### src/rtl/uart_receiver.sv
// 8N1 UART receiver: 2-flop rx sync, midpoint-sampling framer, byte FIFO.
// Ports: clk, rst (sync, high), rx, rx_data/rx_valid/rx_ready, frame_err, overrun, busy.
module uart_receiver #(
  parameter int CLK_HZ     = 25000000,
  parameter int BAUD       = 115200,
  parameter int FIFO_DEPTH = 4
) (
  input  logic       clk,
  input  logic       rst,
  input  logic       rx,
  output logic [7:0] rx_data,
  output logic       rx_valid,
  input  logic       rx_ready,
  output logic       frame_err,
  output logic       overrun,
  output logic       busy
);

  localparam int CPB  = CLK_HZ / BAUD;
  localparam int HALF = CPB / 2;
  localparam int CW   = $clog2(CPB + 1);
  localparam int AW   = $clog2(FIFO_DEPTH);

  localparam logic [CW-1:0] HALF_M1 = CW'(HALF - 1);
  localparam logic [CW-1:0] LAST    = CW'(CPB - 1);

  typedef enum logic [2:0] {
    S_IDLE,
    S_START,
    S_DATA,
    S_STOP,
    S_BRK
  } state_t;

  state_t        state_q, state_d;
  logic [CW-1:0] cnt_q, cnt_d;
  logic [2:0]    idx_q, idx_d;
  logic [7:0]    sh_q, sh_d;
  logic          rx_m, rx_s;
  logic          push, fe_d, ov_d;

  logic [7:0]    mem [FIFO_DEPTH];
  logic [AW:0]   wr_ptr, rd_ptr;
  logic          empty, full, pop, wr_en;

  always_ff @(posedge clk) begin
    if (rst) begin
      rx_m <= 1'b1;
      rx_s <= 1'b1;
    end else begin
      rx_m <= rx;
      rx_s <= rx_m;
    end
  end

  always_ff @(posedge clk) begin
    if (rst) begin
      state_q <= S_IDLE;
      cnt_q   <= '0;
      idx_q   <= '0;
      sh_q    <= '0;
    end else begin
      state_q <= state_d;
      cnt_q   <= cnt_d;
      idx_q   <= idx_d;
      sh_q    <= sh_d;
    end
  end

  always_comb begin
    state_d = state_q;
    cnt_d   = cnt_q + 1'b1;
    idx_d   = idx_q;
    sh_d    = sh_q;
    push    = 1'b0;
    fe_d    = 1'b0;
    unique case (state_q)
      S_IDLE: begin
        cnt_d = '0;
        if (!rx_s) state_d = S_START;
      end
      S_START: begin
        if (cnt_q == HALF_M1) begin
          cnt_d = '0;
          if (!rx_s) begin
            state_d = S_DATA;
            idx_d   = '0;
          end else begin
            state_d = S_IDLE;
          end
        end
      end
      S_DATA: begin
        if (cnt_q == LAST) begin
          cnt_d = '0;
          sh_d  = {rx_s, sh_q[7:1]};
          if (idx_q == 3'd7) state_d = S_STOP;
          else idx_d = idx_q + 3'd1;
        end
      end
      S_STOP: begin
        if (cnt_q == LAST) begin
          cnt_d = '0;
          if (rx_s) begin
            push    = 1'b1;
            state_d = S_IDLE;
          end else begin
            fe_d    = 1'b1;
            state_d = S_BRK;
          end
        end
      end
      S_BRK: begin
        cnt_d = '0;
        if (rx_s) state_d = S_IDLE;
      end
      default: state_d = S_IDLE;
    endcase
  end

  assign empty = (wr_ptr == rd_ptr);
  assign full  = (wr_ptr[AW] != rd_ptr[AW]) &&
                 (wr_ptr[AW-1:0] == rd_ptr[AW-1:0]);
  assign pop   = rx_valid & rx_ready;
  // When full, a same-cycle pop frees the slot being written.
  assign wr_en = push & (~full | pop);
  assign ov_d  = push & full & ~pop;

  always_ff @(posedge clk) begin
    if (wr_en) mem[wr_ptr[AW-1:0]] <= sh_q;
  end

  always_ff @(posedge clk) begin
    if (rst) begin
      wr_ptr    <= '0;
      rd_ptr    <= '0;
      frame_err <= 1'b0;
      overrun   <= 1'b0;
    end else begin
      if (wr_en) wr_ptr <= wr_ptr + 1'b1;
      if (pop)   rd_ptr <= rd_ptr + 1'b1;
      frame_err <= fe_d;
      overrun   <= ov_d;
    end
  end

  assign rx_valid = ~empty;
  assign rx_data  = empty ? 8'h00 : mem[rd_ptr[AW-1:0]];
  assign busy     = (state_q != S_IDLE);

endmodule

### config.mk
export PLATFORM = sky130hd
export DESIGN_NAME = uart_receiver
export DESIGN_NICKNAME = d
export VERILOG_FILES = /design/src/rtl/uart_receiver.sv
export SDC_FILE = /design/constraint.sdc
export NUM_CORES = 1
export LEC_CHECK = 0
export CAP_MARGIN = 20
export CORE_ASPECT_RATIO = 0.9
export CORE_UTILIZATION = 53
export CTS_CLUSTER_DIAMETER = 200
export DETAILED_ROUTE_END_ITERATION = 10
export GPL_ROUTABILITY_DRIVEN = 0
export PLACE_DENSITY = 0.83
export SLEW_MARGIN = 20
export SYNTH_ARGS = -nofsm -noshare
export SYNTH_HDL_FRONTEND = slang
export SYNTH_SLANG_ARGS = --single-unit
### constraint.sdc
create_clock -name clk -period 2.03 [get_ports clk]
set_input_delay 0.203 -clock clk [delete_from_list [all_inputs] [get_ports clk]]
set_output_delay 0.203 -clock clk [all_outputs]
set_load 0.01 [all_outputs]
### Signal wires on met3

Bar = 20 um.
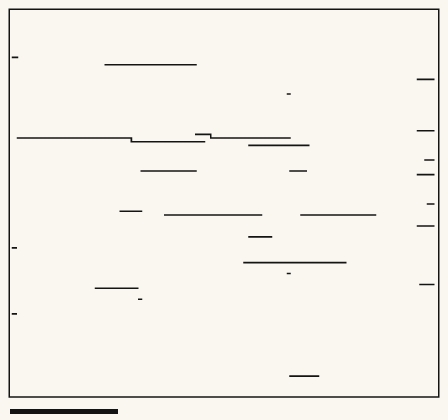
The layer holds 3.8% of the routed length. 17 nets have wire on it. The layer carries 187 um of wire. The wires run mostly horizontal.
total via count after detailed routing: 1826
met3 track utilization from global routing: 4.97%
total wirelength of the detailed-routed design: 4920 um

### Placed standard cells

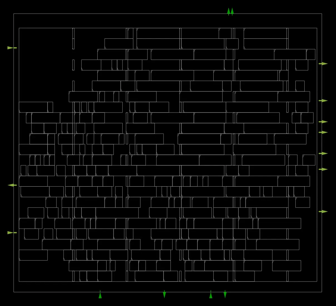
tap cell count: 65
fraction of standard cell area that is sequential: 48.5%

### Wiring by layer

Bar = 20 um.
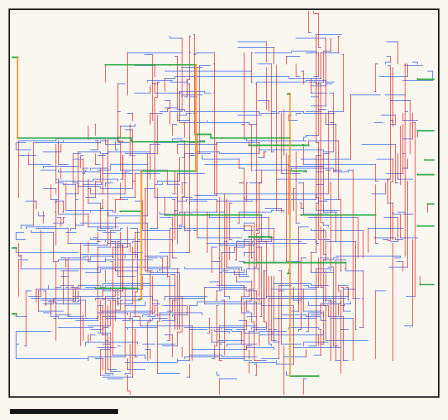
Key: M4 = orange [wire length 111 um]; M3 = green [wire length 187 um]; M1 = blue [wire length 2120 um]; M2 = red [wire length 2510 um]
overall routing resource usage: 19.4%
WL/cell: 14.9 um

### Signal wires on met4

Supply wires on this layer in grey. Cells faint in the background.
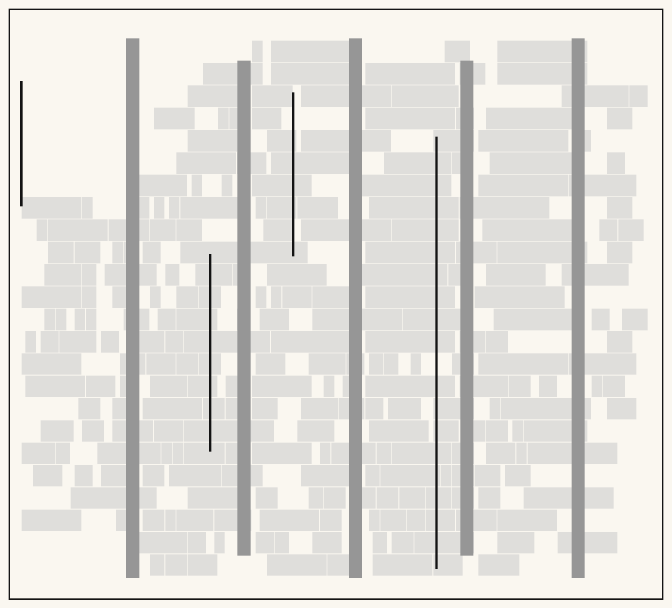
The longest straight run is 52.4 um. The layer carries 111 um of wire. The wires run mostly vertical. 2 nets have wire on it. The layer holds 2.3% of the routed length.

==> impl_metrics.toml <==
# synthesis and place-and-route metrics
[worst_setup_path]
crit_fanout = 8
max_stage_delay_ns = 0.50
cell_breakdown_of_the_critical_path = "buf_12 -> mux4_2 -> nor2b_1 -> dlygate4sd2_1"
crit_cells = 4
ff2ff_path_depth = 4
timing.rr.start = "rd_ptr[1]"
end_of_the_worst_register_to_register_path = "mem[1][1]"
critical-path-slowest-cell = "mux4_2"

[final_layout]
bufAreaShareNonClock_pct = 8.50
fraction_of_layout_instances_using_a_drive_strength_above_1_pct = 19.6
final_core_util_pct = 67.5
clkbuf_count = 9
layout.cells.most_common_list = "dfxtp_1, edfxtp_1, nor2_1"
layout.cells.most_common = "dfxtp_1"
comb_area_share_pct = 34.3
signal_buffers = 33
layout.nets = 273
layout.area.seq_um2 = 1640
multi_input_comb_area_um2 = 1160
top_class_by_area = "flip-flops and latches"
clockNetworkAreaShare_pct = 5.43
diodes_inserted = 0
final.fill_count = 360
largest_reg_flops = 32

[detailed_routing]
drt_pre_antenna_iters = 4
top_layer = "met4"
met2WireLength_um = 2510
detail_route.iter0.violations = 50
vias_per_cell = 5.53

[logic_synthesis]
edf_count = 32
top_post_synthesis_cells_by_area = "edfxtp_1, dfxtp_1, mux4_2, ha_1, mux2i_1"
synth-seq-area-share_pct = 57.4
netlist.top_cell.by_area = "edfxtp_1"
ys_warn_count = 0
asyncSetResetFlopFracSynth_pct = 0
most_common_library_cells_after_synthesis = "dfxtp_1, edfxtp_1, nor2_1"
synth_nets = 238

[pwr]
power_per_cell_area_nw_per_um2 = 793
peakVddDrop_mv = 0.445
finalPower_mw = 2.68

[job]
cap_viol_max_count = 0

[clock_network]
clkLatencyLatePin_ns = 0.34
ctsHtreeMaxLevel = 3
cts_tree = "built"

[global_route]
groute.layer.met2.usage_pct = 33.2
overflow = 0

[floorplanning]
core-area_um2 = 5010
rows = 24
die_h_um = 71.7
fp_util_pct = 57.1
number_of_top_level_pins = 16

[placed_design]
place_ws_ns = -0.205
hpwlAfterDp_um = 3440

[hold_path]
holdCritStartpoint = "rx_m"
worst_hold_path.num_cells = 1
hold_class = "reg2reg"

[final_timing]
holdWs_ns = 0.414
finalWorstSetupSlack_ns = 0.0759

[status]
result_of_the_run = "completed"
## cells by family after synthesis
group | count (synthesis) | synth area share [%]
buf+inv | 17 | 2.67
simple gates | 73 | 14.4
mux | 19 | 10.2
flops | 66 | 57.4
fa+ha+maj | 9 | 3.94
compound gates | 28 | 7.43
xor+xnor | 13 | 3.98
## where the power goes
group | internal, mW | leakage, nW | switching, mW
Clock | 0.549 | 0.0854 | 0.473
Sequential | 1.40 | 0.571 | 0.0245
Combinational | 0.120 | 0.670 | 0.114
Total | 2.07 | 1.33 | 0.612
## what timing repair did
action / 4_1_cts / 5_1_grt
resized: 11 / 0
endpoints found under the setup margin: 9 / 0
buffers inserted: 2 / 0
## worst register-to-register path, stage by stage (launching register included)
cell and delay (ns):
dfxtp_1 0.38, xor2_1 0.30, buf_4 0.20, o41a_1 0.21, and3_1 0.43
Power and IR drop assume default switching activity.
